**Track usage over the die**

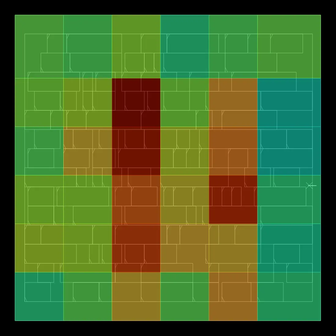
**Clock distribution**

The bar under the picture is 10 um long.
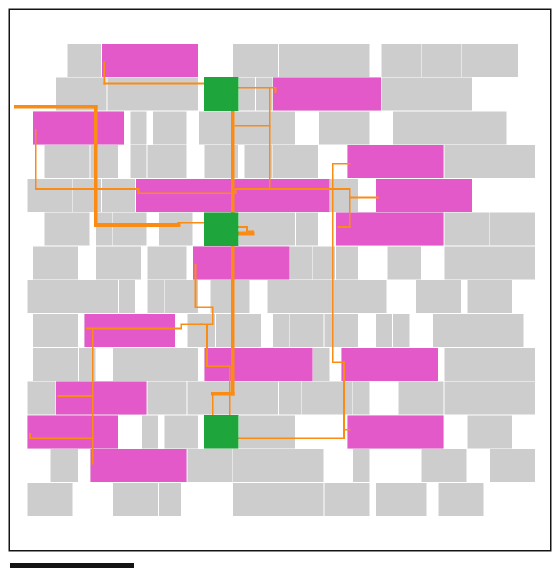
**Where the registers sit**

Other sequential cells in the stronger gray, the rest of the logic in the fainter gray.
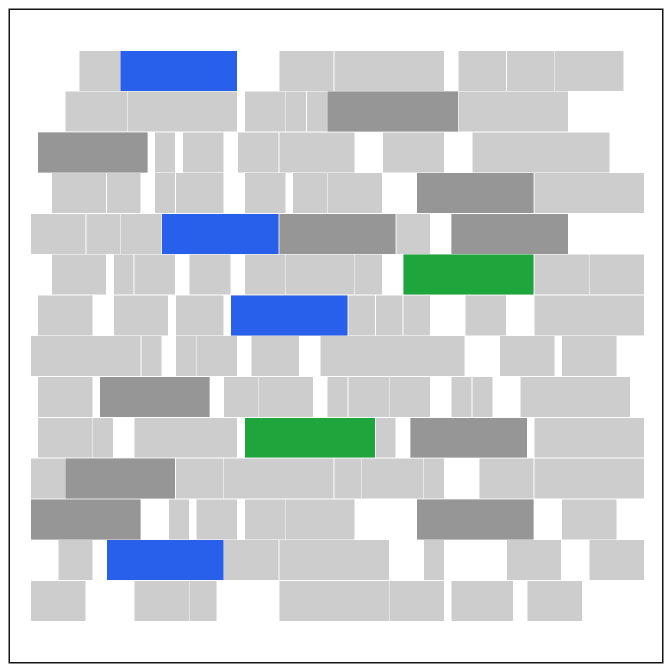
**Ports around the boundary**

Pins as bars across the die edge, other pins in gray.
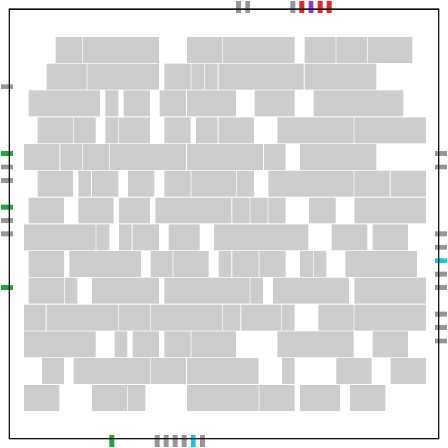
**Metal layers overlaid**

The bar under the picture is 10 um long.
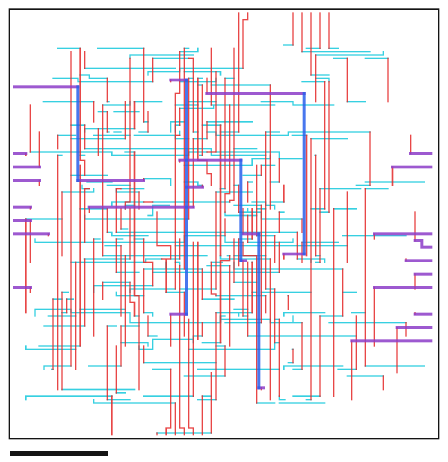
$ cat src/rtl/beta_irq_ctrl.sv
// beta_irq_ctrl: interrupt initiator for the Beta-style CPU.
// Captures peripheral interrupt events into a pending register. It masks them,
// picks the lowest-index eligible source and drives a registered IRQ to the
// control unit. An acknowledge is PCSEL = 3'b100 while IRQ is high. After an
// acknowledge, further requests are held off until the CPU leaves supervisor mode.
// Optional macro BETA_IRQ_LEVEL_EN: level-sensitive sources. In that build,
// pending follows irq_src each cycle, and clears have no effect.
// Without the macro, sources are captured on their rising edge.

module beta_irq_ctrl #(
    parameter int unsigned N_SRC = 4,
    parameter int unsigned ID_W  = $clog2(N_SRC)
) (
    input  logic             CLK,
    input  logic             RESET,
    input  logic [N_SRC-1:0] irq_src,
    input  logic [2:0]       PCSEL,
    input  logic             PC_SUPER,
    input  logic             mask_we,
    input  logic [N_SRC-1:0] mask_wdata,
    input  logic             clr_we,
    input  logic [N_SRC-1:0] clr_wdata,
    output logic             IRQ,
    output logic [ID_W-1:0]  irq_id,
    output logic [N_SRC-1:0] irq_pending,
    output logic [N_SRC-1:0] irq_mask,
    output logic             in_service
);

    localparam logic [0:0] StIdle    = 1'b0;
    localparam logic [0:0] StService = 1'b1;

    localparam logic [2:0] PcselIrq = 3'b100;

    logic [N_SRC-1:0] r_pending;
    logic [N_SRC-1:0] r_mask;
    logic             r_irq;
    logic [ID_W-1:0]  r_irq_id;
    logic [0:0]       r_state;

    logic [N_SRC-1:0] w_elig;
    logic             w_any;
    logic             w_ack;
    logic [ID_W-1:0]  w_enc_id;
    logic [N_SRC-1:0] w_pending_d;
    logic             w_irq_d;
    logic [ID_W-1:0]  w_irq_id_d;
    logic [0:0]       w_state_d;

    assign w_elig = r_pending & r_mask;
    assign w_any  = |w_elig;
    assign w_ack  = r_irq && (PCSEL == PcselIrq);

    // Fixed priority encoder: lowest set index of the eligible vector wins.
    always_comb begin
        w_enc_id = '0;
        for (int i = int'(N_SRC) - 1; i >= 0; i--) begin
            if (w_elig[i]) begin
                w_enc_id = ID_W'(i);
            end
        end
    end

`ifdef BETA_IRQ_LEVEL_EN
    // Level mode: pending simply mirrors the source lines one cycle late.
    always_comb begin
        w_pending_d = irq_src;
    end

    logic w_unused;
    assign w_unused = ^{clr_we, clr_wdata};
`else
    logic [N_SRC-1:0] r_src_prev;
    logic [N_SRC-1:0] w_ack_clr;
    logic [N_SRC-1:0] w_sw_clr;

    // Decode the acknowledged source into a one-hot clear vector.
    always_comb begin
        w_ack_clr = '0;
        for (int i = 0; i < int'(N_SRC); i++) begin
            w_ack_clr[i] = w_ack && (r_irq_id == ID_W'(i));
        end
    end

    assign w_sw_clr = clr_we ? clr_wdata : '0;

    // Clear first, then set, so a fresh rise survives a same-edge clear.
    always_comb begin
        w_pending_d = (r_pending & ~w_sw_clr & ~w_ack_clr) | (irq_src & ~r_src_prev);
    end

    // Previous source sample for rising-edge detection.
    always_ff @(posedge CLK) begin
        if (RESET) begin
            r_src_prev <= '0;
        end else begin
            r_src_prev <= irq_src;
        end
    end
`endif

    // Request/service FSM next-state: IRQ is recomputed each cycle in IDLE.
    always_comb begin
        w_state_d  = r_state;
        w_irq_d    = 1'b0;
        w_irq_id_d = r_irq_id;
        case (r_state)
            StIdle: begin
                if (w_ack) begin
                    w_state_d = StService;
                end else begin
                    w_irq_d = w_any && !PC_SUPER;
                    if (w_any) begin
                        w_irq_id_d = w_enc_id;
                    end
                end
            end
            StService: begin
                // Handler returns to user mode: leave service.
                if (!PC_SUPER) begin
                    w_state_d = StIdle;
                end
            end
            default: begin
                w_state_d = StIdle;
            end
        endcase
    end

    // State registers; reset wins over every other event.
    always_ff @(posedge CLK) begin
        if (RESET) begin
            r_pending <= '0;
            r_mask    <= '0;
            r_irq     <= 1'b0;
            r_irq_id  <= '0;
            r_state   <= StIdle;
        end else begin
            r_pending <= w_pending_d;
            if (mask_we) begin
                r_mask <= mask_wdata;
            end
            r_irq    <= w_irq_d;
            r_irq_id <= w_irq_id_d;
            r_state  <= w_state_d;
        end
    end

    assign IRQ         = r_irq;
    assign irq_id      = r_irq_id;
    assign irq_pending = r_pending;
    assign irq_mask    = r_mask;
    assign in_service  = (r_state == StService);

endmodule
$ cat config.mk
export PLATFORM = sky130hd
export DESIGN_NAME = beta_irq_ctrl
export DESIGN_NICKNAME = d
export VERILOG_FILES = /design/src/rtl/beta_irq_ctrl.sv
export SDC_FILE = /design/constraint.sdc
export NUM_CORES = 1
export LEC_CHECK = 0
export CAP_MARGIN = 20
export CORE_UTILIZATION = 38
export DETAILED_ROUTE_END_ITERATION = 16
export PLACE_DENSITY_LB_ADDON = 0.25
export RECOVER_POWER = 25
export SLEW_MARGIN = 40
export SYNTH_ARGS = -nofsm -noshare
export SYNTH_HDL_FRONTEND = slang
export SYNTH_SLANG_ARGS = --single-unit
$ cat constraint.sdc
create_clock -name CLK -period 1.15 [get_ports CLK]
set_input_delay 0.23 -clock CLK [delete_from_list [all_inputs] [get_ports CLK]]
set_output_delay 0.23 -clock CLK [all_outputs]
set_load 0.05 [all_outputs]
==> flow_summary_export.csv <==
group,metric,value,unit
critical_path,worstSetupPathType,"reg2reg",
pwr,swShare,28.9,%
sta,layout_setup_ws,-0.0779,ns
critical_path,path_depth,5,
sta,fin_crit,1.23,ns
hold_path,holdPathStages,1,
status,violations,"DRC, setup timing",
place,place_hpwl,1250,um
sta,setup_viol,1,
place,port_buffers,31,
logic_synthesis,topCellsByArea,"dfxtp_1, mux2i_1, a211oi_1",
detailed_routing,routed_wl,2010,um
global_routing,grt_overflow,0,
floorplanning,fp_util,42.0,%
pwr,clockPowerShare,27.4,%
cts,clockRootBuffer,"clkbuf_4",
critical_path,critPathLaunch,"IRQ",
critical_path,path_buffers,1,
detailed_routing,drt_first_pass_iters,10,
final_layout,post-route-util,83.1,%
logic_synthesis,syn-num-nets,89,
sta,fin_crit_sh,107,%
critical_path,r2r_slack,-0.08,ns
hold_path,holdPathEnd,"irq_pending[1]",
critical_path,slowest_delay,0.35,ns
cts,clkLatencyLatePin,0.30,ns
floorplanning,die_x,43.5,um
critical_path,cpLargestDelayFamily,"flip-flops",
sta,finalMaxSlewViolations,0,
global_routing,grt_pass1_wl,2830,um
detailed_routing,viasPerCell,5.52,
critical_path,crit_slowest_cell,"dfxtp_4",
critical_path,end_kind,"register",
critical_path,cp.arrival,1.45,ns
detailed_routing,vias,701,
floorplanning,dieArea,1890,um^2
final_layout,fillers,91,
pwr,p_leak,0.530,nW
detailed_routing,drcViolationCount,2,
status,status,"finished with violations",
critical_path,cp_max_fo,8,
final_layout,antenna_cells,0,
-- 'track usage over the die' (at the start) --
Avg WL per Cell: 15.8 um
met1 usage: 25.1%
M3 GR Usage: 2.92%
GR Util met2: 34.5%

-- 'clock distribution' (at the start) --
[orange] clock wires | length: 202 um
[magenta] flip-flops | count: 16
[green] clock drivers | count: 3
routed clock nets: 4

-- 'where the registers sit' (at the start) --
| color | name in the netlist | flops |
|---|---|---|
| green | `irq_id` | 2 |
| blue | `irq_pending` | 4 |
not colored: 10

-- 'ports around the boundary' (at the start) --
| color | port | pins | direction | edge |
|---|---|---|---|---|
| cyan | `irq_id` | 2 | output | 1 bottom, 1 right |
| purple | `IRQ` | 1 | output | top |
| red | `PCSEL` | 3 | input | top |
| green | `irq_src` | 4 | input | 3 left, 1 bottom |

-- 'metal layers overlaid' (at the start) --
| color | layer | wire length |
|---|---|---|
| blue | metal 4 | 75.5 um |
| red | metal 2 | 1040 um |
| cyan | metal 1 | 790 um |
| purple | metal 3 | 100 um |

cell type report:
cell class	count	area, um^2	share of cell area [%]
Inverter	7	26.3	2.03
Timing Repair Buffer	41	520	40.2
Sequential cell	16	343	26.5
Multi-Input combinational cell	43	349	27.0
Tap cell	16	20.0	1.55
Clock buffer	4	36.3	2.80
per-layer routing:
layer	part of all wire (%)	GRT usage, %
met1	39	25.1
met2	52	34.5
met3	5.0	2.92
met4	3.7	14.4
met5	0	0
cells in the final DEF, fill, tap and decap left out, types with 2 or more instances in the layout:
cell and n:
nand2_1 2, mux2i_1 5, inv_1 7, dlygate4sd2_1 2, nand2b_1 2, nor3_1 2
nand3b_1 2, a22o_1 2, clkbuf_4 3, o21ai_1 2, nor2b_1 3, dfxtp_2 9
nand2_2 2, dfxtp_4 3, clkdlybuf4s50_1 15, buf_4 6, dfxtp_1 4, a211oi_1 3
nor2_1 6, buf_6 4, buf_12 12
state kept, by name, indices dropped and copies added (netlist names):
| name | cells |
|---|---|
| irq_pending | 4 |
| irq_mask | 4 |
| r_src_prev | 4 |
| IRQ | 1 |
| in_service | 1 |
| irq_id | 2 |
worst reg2reg max path, cell delays in order (launching register included):
cell and delay, ns:
dfxtp_4 0.35, nor4bb_4 0.14, buf_6 0.14, a211oi_1 0.30
nor2_1 0.09, nor3_1 0.12
synthesized netlist by cell type (all sizes together) (2+ instances only):
master and n:
mux2i 5, inv 7, nor2 6, nor3b 2
nand2b 2, nor2b 3, nor3 2, o21ai 3
nand3b 2, a22o 2, nand3 2, nand2 4
a211oi 4, clkbuf 2, dfxtp 16
through the flow:
stage,hold slack (ns),cell area (um^2),setup WS (ns)
2_1_floorplan,0.290,668,-0.0707
3_3_place_gp,0.386,1180,-0.444
3_5_place_dp,0.410,1180,-0.427
4_1_cts,0.426,1250,-0.0875
5_1_grt,0.463,1290,-0.191
6_report,0.451,1290,-0.0779
power groups by stage:
| stage | sequential (mW) | clock [mW] | combinational (mW) |
|---|---|---|---|
| finish | 0.629 | 0.385 | 0.389 |
| global route | 0.633 | 0.406 | 0.406 |
| CTS | 0.622 | 0.380 | 0.384 |
| detailed placement | 0.632 | 0 | 0.377 |
| global placement | 0.631 | 0 | 0.371 |
| floorplan | 0.713 | 0 | 0.0670 |
kinds of logic (layout without fill, tap and decap cells):
| logic type | after synthesis | after routing | share of synthesized area (%) |
|---|---|---|---|
| flip-flops | 16 | 16 | 48.9 |
| buffers and inverters | 10 | 52 | 6.31 |
| AND/OR/NAND/NOR | 24 | 24 | 20.5 |
| AND-OR/OR-AND | 14 | 14 | 16.6 |
| multiplexers | 5 | 5 | 7.65 |
worst max-delay path by stage:
stage	slack [ns]	endpoint
after floorplan	-0.07	irq_pending[3]
after global placement	-0.44	irq_pending[0]
after detailed placement	-0.43	irq_pending[2]
after CTS	-0.09	irq_pending[2]
after global routing	-0.19	irq_id[1]
final	-0.08	irq_id[1]
timing repair:
| item | CTS | global route |
|---|---|---|
| setup buffers | 1 | 0 |
| pin swaps | 4 | 6 |
| cloned | 0 | 0 |
| resized | 11 | 11 |
| setup endpoints to repair | 11 | 12 |
Power and IR drop assume default switching activity.
